--- src/rtl/alu_issue_stage.sv ---
// Issue stage around a combinational ALU: request register S1, in-order result FIFO, tagged responses.
// Optional saturating statistics counters are enabled by defining ALU_ISSUE_STATS_EN.
module alu_issue_stage #(
  parameter int DATA_W     = 32,
  parameter int TAG_W      = 5,
  parameter int FIFO_DEPTH = 4
) (
  input  logic              clk_i,
  input  logic              rst_ni,
  input  logic              flush_i,
  input  logic              req_valid_i,
  output logic              req_ready_o,
  input  logic [5:0]        req_op_i,
  input  logic [DATA_W-1:0] req_a_i,
  input  logic [DATA_W-1:0] req_b_i,
  input  logic [TAG_W-1:0]  req_tag_i,
  output logic [5:0]        alu_op_o,
  output logic [DATA_W-1:0] alu_a_o,
  output logic [DATA_W-1:0] alu_b_o,
  input  logic [DATA_W-1:0] alu_out_i,
`ifdef ALU_ISSUE_STATS_EN
  output logic [15:0]       stat_issued_o,
  output logic [15:0]       stat_illegal_o,
`endif
  output logic              rsp_valid_o,
  input  logic              rsp_ready_i,
  output logic [DATA_W-1:0] rsp_data_o,
  output logic [TAG_W-1:0]  rsp_tag_o,
  output logic              rsp_err_o
);

  localparam int PTR_W = $clog2(FIFO_DEPTH);
  localparam int CNT_W = PTR_W + 1;
  localparam logic [CNT_W:0] DepthC = (CNT_W + 1)'(FIFO_DEPTH);

  logic              s1Valid_q, s1Valid_d;
  logic [5:0]        s1Op_q, s1Op_d;
  logic [DATA_W-1:0] s1A_q, s1A_d;
  logic [DATA_W-1:0] s1B_q, s1B_d;
  logic [TAG_W-1:0]  s1Tag_q, s1Tag_d;
  logic              s1Err_q, s1Err_d;

  logic [PTR_W-1:0]  wrPtr_q, wrPtr_d;
  logic [PTR_W-1:0]  rdPtr_q, rdPtr_d;
  logic [CNT_W-1:0]  count_q, count_d;

  logic [DATA_W-1:0] memData [FIFO_DEPTH];
  logic [TAG_W-1:0]  memTag  [FIFO_DEPTH];
  logic              memErr  [FIFO_DEPTH];

  logic              reqFire;
  logic              reqIllegal;
  logic              push;
  logic              pop;
  logic [CNT_W:0]    occupancy;

  // Credit counts the op sitting in S1 so its capture always finds a free slot.
  assign occupancy   = {1'b0, count_q} + (CNT_W + 1)'(s1Valid_q);
  assign req_ready_o = rst_ni && !flush_i && (occupancy < DepthC);
  assign reqFire     = req_valid_i && req_ready_o;
  assign reqIllegal  = req_op_i > 6'd12;

  assign push = s1Valid_q && !flush_i;
  assign pop  = rsp_valid_o && rsp_ready_i && !flush_i;

  always_comb begin
    s1Valid_d = reqFire;
    s1Op_d    = s1Op_q;
    s1A_d     = s1A_q;
    s1B_d     = s1B_q;
    s1Tag_d   = s1Tag_q;
    s1Err_d   = s1Err_q;
    if (reqFire) begin
      s1Op_d  = reqIllegal ? 6'd0 : req_op_i;
      s1A_d   = reqIllegal ? '0 : req_a_i;
      s1B_d   = reqIllegal ? '0 : req_b_i;
      s1Tag_d = req_tag_i;
      s1Err_d = reqIllegal;
    end
  end

  always_comb begin
    wrPtr_d = wrPtr_q;
    rdPtr_d = rdPtr_q;
    count_d = count_q;
    if (flush_i) begin
      wrPtr_d = '0;
      rdPtr_d = '0;
      count_d = '0;
    end else begin
      if (push) wrPtr_d = wrPtr_q + 1'b1;
      if (pop)  rdPtr_d = rdPtr_q + 1'b1;
      if (push && !pop)      count_d = count_q + 1'b1;
      else if (pop && !push) count_d = count_q - 1'b1;
    end
  end

  always_ff @(posedge clk_i or negedge rst_ni) begin
    if (!rst_ni) begin
      s1Valid_q <= 1'b0;
      s1Op_q    <= '0;
      s1A_q     <= '0;
      s1B_q     <= '0;
      s1Tag_q   <= '0;
      s1Err_q   <= 1'b0;
      wrPtr_q   <= '0;
      rdPtr_q   <= '0;
      count_q   <= '0;
    end else begin
      s1Valid_q <= s1Valid_d;
      s1Op_q    <= s1Op_d;
      s1A_q     <= s1A_d;
      s1B_q     <= s1B_d;
      s1Tag_q   <= s1Tag_d;
      s1Err_q   <= s1Err_d;
      wrPtr_q   <= wrPtr_d;
      rdPtr_q   <= rdPtr_d;
      count_q   <= count_d;
    end
  end

  // Storage needs no reset; the head is masked by rsp_valid_o when empty.
  always_ff @(posedge clk_i) begin
    if (push) begin
      memData[wrPtr_q] <= s1Err_q ? '0 : alu_out_i;
      memTag[wrPtr_q]  <= s1Tag_q;
      memErr[wrPtr_q]  <= s1Err_q;
    end
  end

  assign alu_op_o    = s1Op_q;
  assign alu_a_o     = s1A_q;
  assign alu_b_o     = s1B_q;
  assign rsp_valid_o = (count_q != '0);
  assign rsp_data_o  = rsp_valid_o ? memData[rdPtr_q] : '0;
  assign rsp_tag_o   = rsp_valid_o ? memTag[rdPtr_q] : '0;
  assign rsp_err_o   = rsp_valid_o ? memErr[rdPtr_q] : 1'b0;

`ifdef ALU_ISSUE_STATS_EN
  logic [15:0] issued_q;
  logic [15:0] illegal_q;

  // Statistics survive flush; only reset clears them.
  always_ff @(posedge clk_i or negedge rst_ni) begin
    if (!rst_ni) begin
      issued_q  <= '0;
      illegal_q <= '0;
    end else if (reqFire) begin
      if (issued_q != 16'hFFFF) issued_q <= issued_q + 16'd1;
      if (reqIllegal && illegal_q != 16'hFFFF) illegal_q <= illegal_q + 16'd1;
    end
  end

  assign stat_issued_o  = issued_q;
  assign stat_illegal_o = illegal_q;
`endif

endmodule

--- config.mk ---
export PLATFORM = sky130hd
export DESIGN_NAME = alu_issue_stage
export DESIGN_NICKNAME = d
export VERILOG_FILES = /design/src/rtl/alu_issue_stage.sv
export SDC_FILE = /design/constraint.sdc
export NUM_CORES = 1
export LEC_CHECK = 0
export ABC_AREA = 1
export CAP_MARGIN = 20
export CORE_UTILIZATION = 45
export DETAILED_ROUTE_END_ITERATION = 10
export PLACE_DENSITY = 0.76
export SLEW_MARGIN = 20
export SYNTH_ARGS = -nofsm -noshare
export SYNTH_HDL_FRONTEND = slang
export SYNTH_SLANG_ARGS = --single-unit
--- constraint.sdc ---
create_clock -name clk_i -period 2.6 [get_ports clk_i]
set_clock_uncertainty 0.05 [all_clocks]
set_input_delay 0.39 -clock clk_i [delete_from_list [all_inputs] [get_ports clk_i]]
set_output_delay 0.39 -clock clk_i [all_outputs]
set_load 0.05 [all_outputs]
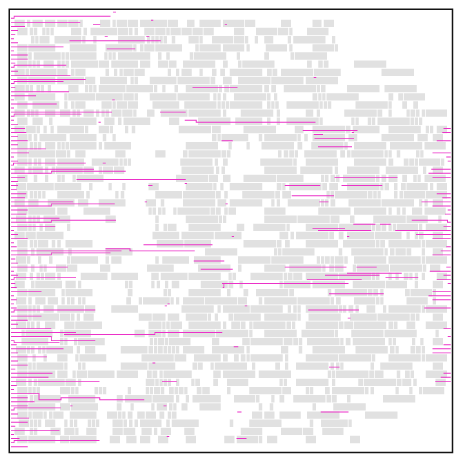
met3.png
Drawn at 3 px/micron.
longest straight run: 41.9 microns
wire length on this layer: 1890 microns
share of all routed wire: 8.4%
via count: 6933
routing usage on met3: 5.84%
drt total wl: 22700 microns

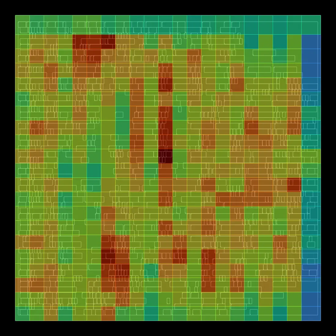
final_congestion.png
GR peak layer: met2
total track usage: 21.2%
Final Core Density: 65.5%
met2 usage: 36.8%
met1 usage: 25.1%

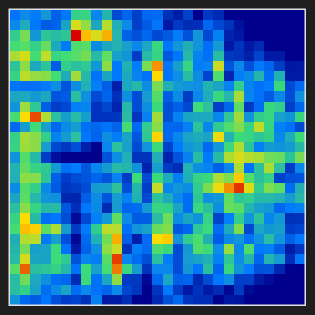
wire_density.png
Drawn at 2 px/micron. The die is cut into 29 by 29 equal tiles; dark blue is low, red is high, scaled to the fullest tile. Values are wire area over tile area, all layers added.
emptiest ninth of the die: top right
nearly empty tiles: 6.7%
tiles over half the peak: 15%
drt wl/cell: 16.0 microns

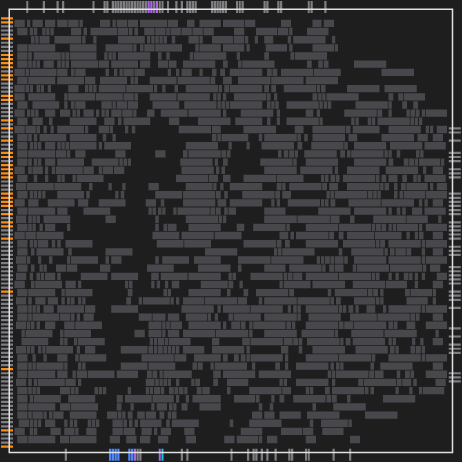
pins.png
Drawn at 3 px/micron. Pins as bars across the die edge, other pins in gray.
legend:
  purple:
    port: req_tag_i
    pins: 5
    direction: input
    edge: 3 top, 2 bottom
  blue:
    port: req_op_i
    pins: 6
    direction: input
    edge: bottom
  cyan:
    port: flush_i
    pins: 1
    direction: input
    edge: bottom
  orange:
    port: alu_b_o
    pins: 32
    direction: output
    edge: left
# port buffers: 221
Die H: 147 microns
Die W: 147 microns

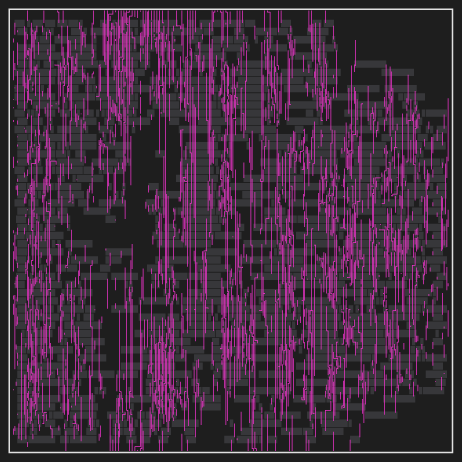
met2.png
Drawn at 3 px/micron.
wire length on this layer: 11200 microns
main direction: vertical
nets with wire on the layer: 970
share of all routed wire: 49%
longest straight run: 77.9 microns

==> Changelog: implementation <==
### Implementation results

- Top post-synthesis cells by area: edfxtp_1, dfrtp_1, nand2_1, nor2_1, o21ai_0
- Top power group: combinational logic
- Initial antenna violation count: 2
- Hold/Removal Path Class: primary input to register
- Commonest Layout Cell: nand2_1
- Clock Sink Count: 236
- Crit. End Element: primary output
- Switching part of the total: 37.9%
- Ports: 222
- Clk buf depth: 3
- Post-synth cell types: 25
- CTS H-tree lvls: 1
- Critical path startpoint: rdPtr_q[0]
- Core utilization at floorplan: 46.5%
- Post-synth regs: 236
- Area post-placement: 12500 sq um
- Hold buffers post-CTS: 1
- Slowest cell on crit path: dfrtp_2
- Post-Syn Area per Cell: 10.4 sq um
- Reg2reg setup slack: 400 ps
- Crit-path max FO: 18
- Layout area overhead: 40.9%
- Post-Syn Instances: 911
- CTS tree: done
- First-pass GRT wire length: 36100 microns
- GR Overflow Total: 0
- Flop share of the area: 49.8%
- Syn_nets: 1028
- OpenROAD warning count: 31
- Drt via density: 4.88
- Post-CTS resize count: 14
- R2r startpoint: s1Valid_q
- Core area: 20400 sq um
- Top Layout Cells: nand2_1, nor2_1, clkdlybuf4s50_1
- Cell Rows: 52
- Combinational Power: 6240 uW
- FFs w/ async S/R, synth: 35.6%
- Hold Slack: 356 ps
- Max-cap viol count: 0
- Max Freq: 409 MHz
- Die area: 21700 sq um
- Crit path DRT: 2160 ps
- P_leak: 0.00555 uW
- CTS buffer count: 24
- Seq share, synth: 70.2%
- Largest net degree at the start of global routing: 77
- Number of logic gates: 569
- Register area: 6670 sq um
- NetSw: 5350 uW
- Post-synth EDFFs: 152
- Router iterations before antenna repair: 4
- Final tally of hold violations: 0
- Ratio of cells with drive above 1 in the final layout: 11.3%
- Post-route DRC: 0
- Peak supply drop: 573 uV
- P_clk: 3340 uW
- Setup violations, final: 0
- Post-route insts no fill: 1420
- Worst Min Path Start: req_b_i[18]
- Post-DP HPWL: 14200 microns
- Status: finished, final reports clean
- Share of power burned in registers: 32.2%
- P per Cell Area: 1060 nW/um^2
- Final nets: 1248
- Routability cong.: 0.807
- P_int: 8790 uW
- Commonest flop: edfxtp_1
- Worst-path clk slew: 60 ps
- Clock group share of total power: 23.6%
- Crit path DAT: 2000 ps
- Clock buf/inv share: 5.70%
- Critical-path cell list: clkinv_2, buf_4, o21ai_0, a21oi_2, buf_12
- RSZ-0062 raised after global routing: no
- Slew margin rel.: 44.4%
- Cell type with the largest total area: edfxtp_1
- FILL cells: 1564
- # diodes: 2
- Largest stage delay on the critical path: 440 ps
- Vias in the first global route: 7018
- Area share, top type: 48.1%
- # Taps: 270
- Number of clock buffers in the layout: 31
- Logic area: 2510 sq um
- Chip Area, Yosys: 9500 sq um
- Max-slew violation count: 0
- Signal buf overhead: 21.5%
- Crit Path Category: register to primary output
- Pre-CTS WS: -112 ps
- Largest cell class by area: sequential cells
- Mapped Area: 9500 sq um
- Post-route cell area: 13400 sq um
- Power Sequential: 4550 uW
- Seq cells: 236
- Invs w/o clock: 58
## flip-flops by register name, indices dropped and copies added (netlist names)
name,count
alu_a_o,32
alu_b_o,32
alu_op_o,6
count_q,3
memData,128
memErr,4
memTag,20
rdPtr_q,2
s1Err_q,1
s1Tag_q,5
s1Valid_q,1
wrPtr_q,2
## logic make-up after synthesis
logic type               count (synthesis)  synth area share [%]
flip-flops                             236                  70.2
adder cells (fa/ha/maj)                  5                 0.738
buffers and inverters                  106                  4.72
AND/OR/NAND/NOR                        438                  17.6
AND-OR/OR-AND                          125                  6.63
XOR/XNOR                                 1                0.0923
## routing by layer
metal	global-route usage [%]	wire length, microns	vias up
met5	0	0	-
met1	25.1	8870	3250
met4	7.58	710	0
met3	5.84	1890	47
met2	36.8	11200	242
li1	-	-	3394
## cells in the mapped netlist (2+ instances only)
| master | number |
|---|---|
| nand2_1 | 234 |
| nor2_1 | 192 |
| edfxtp_1 | 152 |
| dfrtp_1 | 84 |
| o21ai_0 | 78 |
| inv_1 | 56 |
| a21oi_1 | 41 |
| clkbuf_1 | 29 |
| buf_2 | 13 |
| nand3_1 | 7 |
| buf_6 | 4 |
| ha_1 | 4 |
| o21ai_1 | 4 |
| nand4_1 | 2 |
## worst reg2reg max path, delay by kind of cell (launching register included)
kind / cells / cell delay [ps]
compound gates: 1 / 100
buf+inv: 2 / 1080
flops: 1 / 400
simple gates: 3 / 460
## final timing paths
| kind | to | cells after the start |
|---|---|---|
| setup reg to reg | alu_op_o[0] | 6 |
| max in group asynchronous | count_q[2] | 4 |
| min in group asynchronous | alu_a_o[9] | 3 |
| hold / removal | alu_b_o[18] | 3 |
| setup / recovery | rsp_tag_o[0] | 5 |
| hold reg to reg | alu_op_o[5] | 2 |
Power figures rest on the tool's default switching activity, not on a simulated workload.
